===== src/rtl/varint_decoder_pkg.sv =====
// rtl/varint_decoder_pkg.sv - shared state type and widths for the varint decoder
package varint_decoder_pkg;

    localparam int VARINT_MAX_BYTES = 10;
    localparam int INDEX_W          = 10;
    localparam int DATA_W           = 32;
    localparam int VALUE_W          = 64;

    typedef enum logic [1:0] {
        FETCH  = 2'd0,
        DECODE = 2'd1,
        EMIT   = 2'd2
    } state_t;

endpackage


===== src/rtl/varint_decoder_byte_acc.sv =====
// rtl/varint_decoder_byte_acc.sv - varint_byte_acc: 7-bit group shift-or accumulator with overflow flag
module varint_byte_acc
    import varint_decoder_pkg::*;
(
    input  logic               clk,
    input  logic               reset,
    input  logic               step,
    input  logic               clear,
    input  logic [7:0]         byte_in,
    output logic [VALUE_W-1:0] acc,
    output logic [3:0]         cnt,
    output logic [VALUE_W-1:0] acc_next,
    output logic [3:0]         cnt_next,
    output logic               overflow
);

    logic [6:0] shamt;

    // Groups past bit 63 fall off the top; the 10th continuation byte flags overflow.
    always_comb begin
        shamt    = 7'(cnt) * 7'd7;
        acc_next = acc | (VALUE_W'(byte_in[6:0]) << shamt);
        cnt_next = cnt + 4'd1;
        overflow = byte_in[7] && (cnt_next == 4'(VARINT_MAX_BYTES));
    end

    always_ff @(posedge clk) begin
        if (reset || clear) begin
            acc <= '0;
            cnt <= 4'd0;
        end else if (step) begin
            acc <= acc_next;
            cnt <= cnt_next;
        end
    end

endmodule


===== src/rtl/varint_decoder.sv =====
// rtl/varint_decoder.sv - pops 32-bit words plus record index and emits decoded LEB128 varints
module varint_decoder
    import varint_decoder_pkg::*;
(
    input  logic               clk,
    input  logic               reset,
    input  logic               varint_fifo_empty,
    input  logic [DATA_W-1:0]  varint_fifo_data,
    output logic               varint_fifo_pop,
    input  logic               varint_index_empty,
    input  logic [INDEX_W-1:0] varint_index_data,
    output logic               varint_index_pop,
    output logic               out_valid,
    input  logic               out_ready,
    output logic [VALUE_W-1:0] out_value,
    output logic [INDEX_W-1:0] out_index,
    output logic [3:0]         out_nbytes,
    output logic               out_error,
    output logic [31:0]        decoded_count
);

    state_t             state;
    logic               pop;
    logic [DATA_W-1:0]  word_reg;
    logic [INDEX_W-1:0] new_index;
    logic [INDEX_W-1:0] acc_index;
    logic [1:0]         byte_ptr;
    logic               restart;
    logic [7:0]         cur_byte;
    logic [VALUE_W-1:0] acc;
    logic [VALUE_W-1:0] acc_next;
    logic [3:0]         cnt;
    logic [3:0]         cnt_next;
    logic               overflow;
    logic               step;
    logic               clear;
    logic               heads_valid;

    assign varint_fifo_pop  = pop;
    assign varint_index_pop = pop;
    assign heads_valid      = !varint_fifo_empty && !varint_index_empty;
    assign cur_byte         = word_reg[{byte_ptr, 3'b000} +: 8];
    assign step             = (state == DECODE);
    assign clear            = (state == EMIT) && out_ready;

    varint_byte_acc u_byte_acc (
        .clk      (clk),
        .reset    (reset),
        .step     (step),
        .clear    (clear),
        .byte_in  (cur_byte),
        .acc      (acc),
        .cnt      (cnt),
        .acc_next (acc_next),
        .cnt_next (cnt_next),
        .overflow (overflow)
    );

    always_ff @(posedge clk) begin
        if (reset) begin
            state         <= FETCH;
            pop           <= 1'b0;
            word_reg      <= '0;
            new_index     <= '0;
            acc_index     <= '0;
            byte_ptr      <= 2'd0;
            restart       <= 1'b0;
            out_valid     <= 1'b0;
            out_value     <= '0;
            out_index     <= '0;
            out_nbytes    <= 4'd0;
            out_error     <= 1'b0;
            decoded_count <= 32'd0;
        end else begin
            case (state)
                FETCH: begin
                    // The word is captured while pop is raised; the pop cycle itself decides the next step.
                    if (pop) begin
                        pop <= 1'b0;
                        if (cnt != 4'd0 && new_index != acc_index) begin
                            out_value  <= acc;
                            out_index  <= acc_index;
                            out_nbytes <= cnt;
                            out_error  <= 1'b1;
                            out_valid  <= 1'b1;
                            restart    <= 1'b1;
                            state      <= EMIT;
                        end else begin
                            state <= DECODE;
                        end
                    end else if (heads_valid) begin
                        pop       <= 1'b1;
                        word_reg  <= varint_fifo_data;
                        new_index <= varint_index_data;
                        byte_ptr  <= 2'd0;
                    end
                end
                DECODE: begin
                    if (cnt == 4'd0) begin
                        acc_index <= new_index;
                    end
                    if (!cur_byte[7] || overflow) begin
                        out_value  <= acc_next;
                        out_index  <= (cnt == 4'd0) ? new_index : acc_index;
                        out_nbytes <= cnt_next;
                        out_error  <= overflow;
                        out_valid  <= 1'b1;
                        state      <= EMIT;
                    end else if (byte_ptr == 2'd3) begin
                        state <= FETCH;
                    end else begin
                        byte_ptr <= byte_ptr + 2'd1;
                    end
                end
                EMIT: begin
                    if (out_ready) begin
                        out_valid <= 1'b0;
                        if (!out_error) begin
                            decoded_count <= decoded_count + 32'd1;
                        end
                        // After a flushed partial, the fresh word still starts at byte 0.
                        if (restart) begin
                            restart <= 1'b0;
                            state   <= DECODE;
                        end else if (byte_ptr == 2'd3) begin
                            state <= FETCH;
                        end else begin
                            byte_ptr <= byte_ptr + 2'd1;
                            state    <= DECODE;
                        end
                    end
                end
                default: state <= FETCH;
            endcase
        end
    end

endmodule


===== config.mk =====
export PLATFORM = sky130hd
export DESIGN_NAME = varint_decoder
export DESIGN_NICKNAME = d
export VERILOG_FILES = /design/src/rtl/varint_decoder_pkg.sv /design/src/rtl/varint_decoder_byte_acc.sv /design/src/rtl/varint_decoder.sv
export SDC_FILE = /design/constraint.sdc
export NUM_CORES = 1
export LEC_CHECK = 0
export ABC_AREA = 1
export CAP_MARGIN = 40
export CORE_UTILIZATION = 31
export DETAILED_ROUTE_END_ITERATION = 7
export PLACE_DENSITY = 0.51
export SETUP_SLACK_MARGIN = 0.02
export SLEW_MARGIN = 20
export SYNTH_ARGS = -nofsm -noshare
export SYNTH_HDL_FRONTEND = slang
export SYNTH_SLANG_ARGS = --single-unit
export TNS_END_PERCENT = 50

===== constraint.sdc =====
create_clock -name clk -period 5.3 [get_ports clk]
set_clock_uncertainty 0.2 [all_clocks]
set_input_delay 1.325 -clock clk [delete_from_list [all_inputs] [get_ports clk]]
set_output_delay 1.325 -clock clk [all_outputs]
set_load 0.01 [all_outputs]

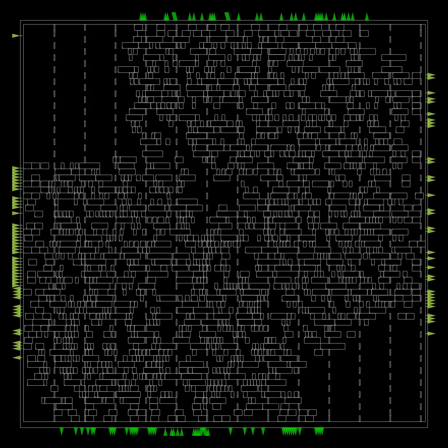
*Cell outlines without signal wires, run 1*
Core Rows: 66
Taps Inserted: 442
Final Instance Count excl. Fillers: 2038

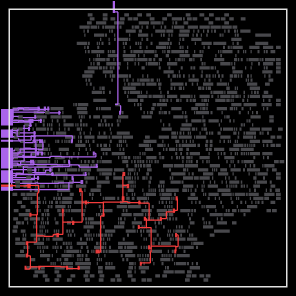
*I/O nets highlighted, run 1*
Drawn at 1.5 px/µm.
Key: reset = red [bits 1, direction input, edge left, end cells 28, buffers 2, wire 426 µm]; varint_fifo_data = purple [bits 32, direction input, edge 31 left, 1 top, end cells 32, buffers 32, wire 912 µm]

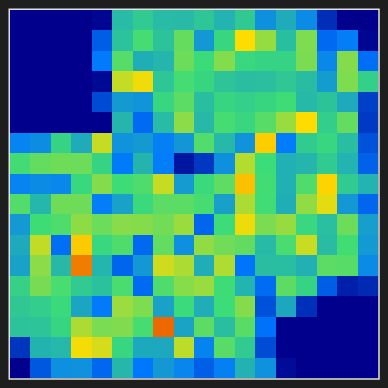
*Local utilization, run 1*
Drawn at 2 px/µm. The die is cut into 18 by 18 equal tiles; dark blue is low, red is high, 0 to 100% covered.
The mean over all tiles is 38%. 15% of the tiles are nearly empty. The emptiest ninth of the die: top left. The fullest tile reaches 88%.

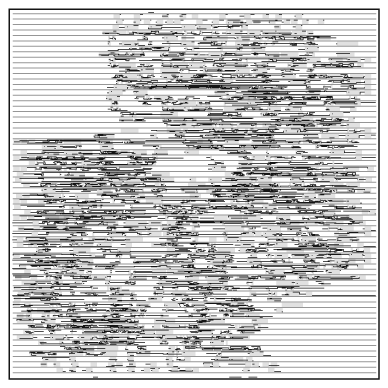
*M1 wires, run 1*
Drawn at 2 px/µm. Supply wires on this layer in gray. Cells faint in the background.
The longest straight run is 58.4 µm. The layer holds 49% of the routed length.

==> GITHUB_STEP_SUMMARY, run 1 <==
### Yosys + OpenROAD results

| Metric | Value |
|---|---|
| Status | completed |
| Fraction of layout cells with a size suffix above 1 | 0.0520 |
| Cell family with most CP delay | buffers and inverters |
| Final period util | 0.667 |
| Gr usage total | 0.171 |
| Max Fanout on Critical Path | 49 |
| Final core occ | 0.408 |
| Most frequent cells in the layout | nor2_1, dfxtp_1, nand2_1 |
| Ys async rst share | 0 |
| Vias per cell | 4.59 |
| Core Footprint | 32600 µm² |
| Hold_buf cts | 0 |
| CTS buffer count | 28 |
| Initial antenna violation count | 1 |
| Fin. max-slew vios | 0 |
| Worst EP arrival | 3.76 ns |
| RSZ-0062 raised after global routing | no |
| Via count | 9355 |
| First DRT Iteration DRCs | 549 |
| Quantity of gates resized following cts | 0 |
| And+or+nand+nor area frac | 0.286 |
| Area fraction in mux cells | 0.000974 |
| CTS H-tree depth | 1 |
| Most numerous logic cell after layout | nor2_1 |
| Worst r2r path cells | 13 |
| Crit path required time | 5.52 ns |
| GRT busiest layer | met2 |
| Max IR drop VDD | 0.541 mV |
| Hold Startpoint | u_byte_acc.acc[62]$_SDFFE_PP0N_ |
| Met3 track utilization from global routing | 0.0263 |
| Routed Antenna Nets | 0 |
| Worst setup margin | 1.76 ns |
| Largest net degree at the start of global routing | 76 |
| Crit path launch | u_byte_acc.cnt[1]$_SDFFE_PP0N_ |
| Clock share of power | 0.258 |
| Internal power | 4.90 mW |
| Hold Crit Depth | 2 |
| # clock sinks | 238 |
| Yosys top cell area share | 0.464 |
| Tightest Pin Transition | 0.838 ns |
| Wire length per cell | 14.2 µm |
| Routed WL | 29000 µm |
| Postcts setup bufs | 0 |
| Vias in the first global route | 9045 |
| Slowest cell on the critical path | inv_1 |
| Kind of critical path | reg -> reg |
| Die X-Extent | 184 µm |
| XOR Share, Synth | 0.0119 |
| Fmax | 283 MHz |
| Regs by FF count | out_value (64), u_byte_acc.acc (64) |
| Nets | 1630 |
| Final Setup Violations | 0 |
| Sequential share of power | 0.309 |
| Min-delay worst type | reg -> reg |
| Post-Syn Area | 10300 µm² |
| Port bufs | 160 |
| Hpwl dp | 19400 µm |
| Critical Path Max Stage Delay | 0.73 ns |
| Drt pass-1 iters | 4 |
| Met1 Use GR | 0.234 |
| Synth-to-Final Area Change | 29.3% |
| Net count after synthesis | 1506 |
| CTS tree | yes |
| Pre-CTS setup slack | 1.49 ns |
| Worst-path clk slew | 0.06 ns |
| Total gr overflow | 0 |
| Leakage | 5.14 nW |
| Dpl cell area | 12200 µm² |
| Yosys stat cell total | 1450 |
| CP Capture Point | out_value[24]$_SDFFE_PP0P_ |
-- run 1: power groups by stage --
stage	Combinational (mW)	Clock, mW	Sequential [mW]
2_1_floorplan	2.18	0	2.60
3_3_place_gp	3.41	0	2.55
3_5_place_dp	3.47	0	2.56
4_1_cts	3.47	2.15	2.52
5_1_grt	3.94	2.22	2.57
6_report	3.53	2.10	2.52
-- run 1: per-layer routing --
layer | wire [µm] | share of wire
met5 | 13 | 0.00045
met4 | 568 | 0.020
met3 | 1320 | 0.045
met2 | 13000 | 0.45
met1 | 14100 | 0.49
-- run 1: cell type report --
type / instances / area (µm²)
clock inverters: 12 / 190
multi-input cells: 990 / 4600
flip-flops and latches: 238 / 4760
fillers: 3453 / 19300
well taps: 442 / 553
clock buffers: 40 / 827
inverters: 135 / 512
repair buffers: 181 / 1840
==> inputs of run 2 (changes only) <==
--- a/config.mk
+++ b/config.mk
@@ -9,7 +9,7 @@
 export CAP_MARGIN = 40
 export CORE_UTILIZATION = 31
 export DETAILED_ROUTE_END_ITERATION = 7
-export PLACE_DENSITY = 0.51
+export PLACE_DENSITY = 0.53
 export SETUP_SLACK_MARGIN = 0.02
 export SLEW_MARGIN = 20
 export SYNTH_ARGS = -nofsm -noshare
==> constraint.sdc (replaced) <==
create_clock -name clk -period 3.1 [get_ports clk]
set_clock_uncertainty 0.2 [all_clocks]
set_input_delay 0.775 -clock clk [delete_from_list [all_inputs] [get_ports clk]]
set_output_delay 0.775 -clock clk [all_outputs]
set_load 0.01 [all_outputs]
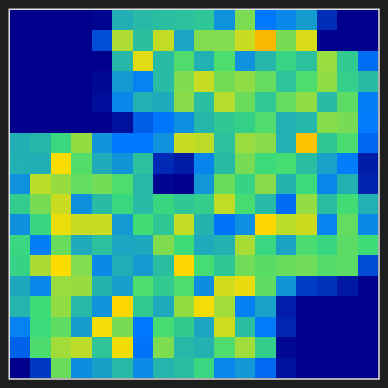
*Local utilization, run 2*
Drawn at 2 px/µm. The die is cut into 18 by 18 equal tiles; dark blue is low, red is high, 0 to 100% covered.
The fullest tile reaches 79%. The mean over all tiles is 37%. The emptiest ninth of the die: top left. 17% of the tiles are nearly empty. 1.5% of the tiles are over 75% full.
FP Core Util: 0.315
Core Footprint: 32600 µm²

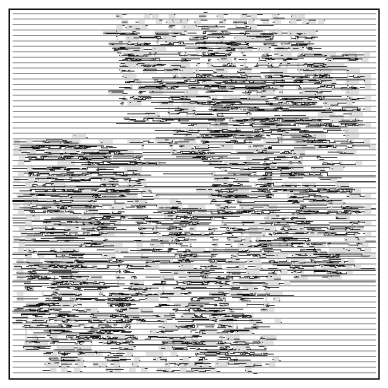
*M1 wires, run 2*
Drawn at 2 px/µm. Supply wires on this layer in gray. Cells faint in the background.
1488 nets have wire on it. The layer carries 14000 µm of wire. The longest straight run is 58.4 µm. The wires run mostly horizontal. The layer holds 49% of the routed length.
met1 Use GR: 0.236
Routed WL: 28500 µm
via count: 9437

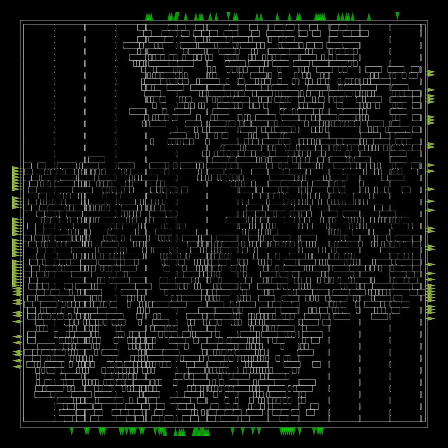
*Cell outlines without signal wires, run 2*
flop count: 238
fill count: 3442
Final Instance Count excl. Fillers: 2037
final core occ: 0.405
Seq/total area: 0.361

==> run 2 against run 1 <==
  * Non-clock buffer count up 9
  * Sequential cell count unchanged
  * Fmax up 34%
  * Combinational power up 75%
  * Global-route usage down 0.24 points
  * Sequential power up 68%
  * Highest routed layer unchanged
==> GITHUB_STEP_SUMMARY, run 2 <==
### Yosys + OpenROAD results

| Metric | Value |
|---|---|
| Die X-Extent | 184 µm |
| Slowest cell on the critical path | dfxtp_1 |
| Hold_buf cts | 0 |
| Max power group | combinational cells |
| Net count after synthesis | 1506 |
| Max Fanout on Critical Path | 46 |
| CTS H-tree depth | 1 |
| Post-Synth AOI/OAI Area | 0.136 |
| First DRT Iteration DRCs | 575 |
| Synth-to-Final Area Change | 28.4% |
| Area fraction in mux cells | 0.000974 |
| Hpwl dp | 19100 µm |
| Die area | 33900 µm² |
| Final Setup Violations | 0 |
| XOR Share, Synth | 0.0119 |
| Final period util | 0.851 |
| Post-Syn Area | 10300 µm² |
| Gate Area | 4600 µm² |
| RR Endpoint | out_value[50]$_SDFFE_PP0P_ |
| Worst-path clk slew | 0.06 ns |
| Most frequent cells in the layout | nor2_1, dfxtp_1, nand2_1 |
| Yosys top cell area share | 0.464 |
| Postcts setup bufs | 0 |
| Hold Startpoint | u_byte_acc.acc[3]$_SDFFE_PP0N_ |
| Wire length per cell | 14.0 µm |
| Crit. End Element | register |
| # clock sinks | 238 |
| Hold Crit Depth | 2 |
| Initial antenna violation count | 1 |
| Core Rows | 66 |
| Ys async rst share | 0 |
| Seq. pwr | 4.23 mW |
| GPL Wtd Cong | 0.812 |
| Gr usage total | 0.169 |
| Clock network area share | 0.0629 |
| Yosys stat cell total | 1450 |
| Comb gates | 990 |
| Clock buffer cells | 39 |
| Status | completed |
| Largest net degree at the start of global routing | 69 |
| Kind of critical path | reg -> reg |
| Critical Path Max Stage Delay | 0.58 ns |
| CP Capture Point | out_value[50]$_SDFFE_PP0P_ |
| Clock share of power | 0.230 |
| Pwr/cell area | 1020 nW/µm² |
| Min-delay worst type | reg -> reg |
| Yosys Chip Area | 10300 µm² |
| Regs by FF count | out_value (64), u_byte_acc.acc (64) |
| Internal power | 8.08 mW |
| Cell family with most CP delay | simple AND/OR/NAND/NOR gates |
| Ys flops | 238 |
| Crit path launch | u_byte_acc.cnt[0]$_SDFFE_PP0N_ |
| Vias in the first global route | 9005 |
| Fmax | 379 MHz |
| Tightest Pin Transition | 0.707 ns |
| Gate power share | 0.457 |
| Total gr overflow | 0 |
| Count of plain and timing-repair buffers | 190 |
| Flip-flop and latch area | 4760 µm² |
| Most area-consuming cells after synthesis | dfxtp_1, nor2_1, nand2_1 |
| Inverters | 135 |
| Setup TNS | 0 ns |
| Most numerous logic cell after layout | nor2_1 |
| Nets | 1638 |
| Worst EP arrival | 2.85 ns |
| CTS buffer count | 27 |
| Sequential share of power | 0.314 |
| Leakage | 5.10 nW |
| Worst r2r path cells | 10 |
| Taps Inserted | 442 |
| Worst setup margin | 0.463 ns |
| Routed Antenna Nets | 0 |
| Top class by area | sequential cells |
| Comb area share | 0.349 |
| Max IR drop VDD | 0.788 mV |
| Fraction of layout cells with a size suffix above 1 | 0.0483 |
| Quantity of gates resized following cts | 0 |
| Combinational cell power | 6.17 mW |
| Port bufs | 160 |
| Pre-CTS setup slack | 0.111 ns |
| RSZ-0062 raised after global routing | no |
| Crit path required time | 3.31 ns |
| Vias per cell | 4.63 |
| And+or+nand+nor area frac | 0.286 |
| Fin. max-slew vios | 0 |
| CTS tree | yes |
| Drt pass-1 iters | 5 |
| Buffer share of cell area | 0.147 |
## run 2: cell counts after synthesis
No cell type changed its count.
## run 2: per-stage QoR
step | instance area (µm²) | util | power, mW | hold slack (ns)
2_1_floorplan | 10300 | - | 8.16 | 0.227
3_3_place_gp | 12300 | 0.378 | 10.5 | 0.238
3_5_place_dp | 12300 | 0.379 | 10.5 | 0.248
4_1_cts | 13200 | 0.404 | 13.7 | 0.262
5_1_grt | 13200 | 0.405 | 14.6 | 0.278
6_report | 13200 | 0.405 | 13.5 | 0.258
## run 2: layer usage
metal | global-route usage | routed length [µm] | vias up
li1 | - | - | 4888
met1 | 0.236 | 14000 | 4316
met2 | 0.271 | 12700 | 187
met3 | 0.0222 | 1190 | 44
met4 | 0.0447 | 567 | 2
met5 | 0 | 16 | -
Power and IR drop assume default switching activity.
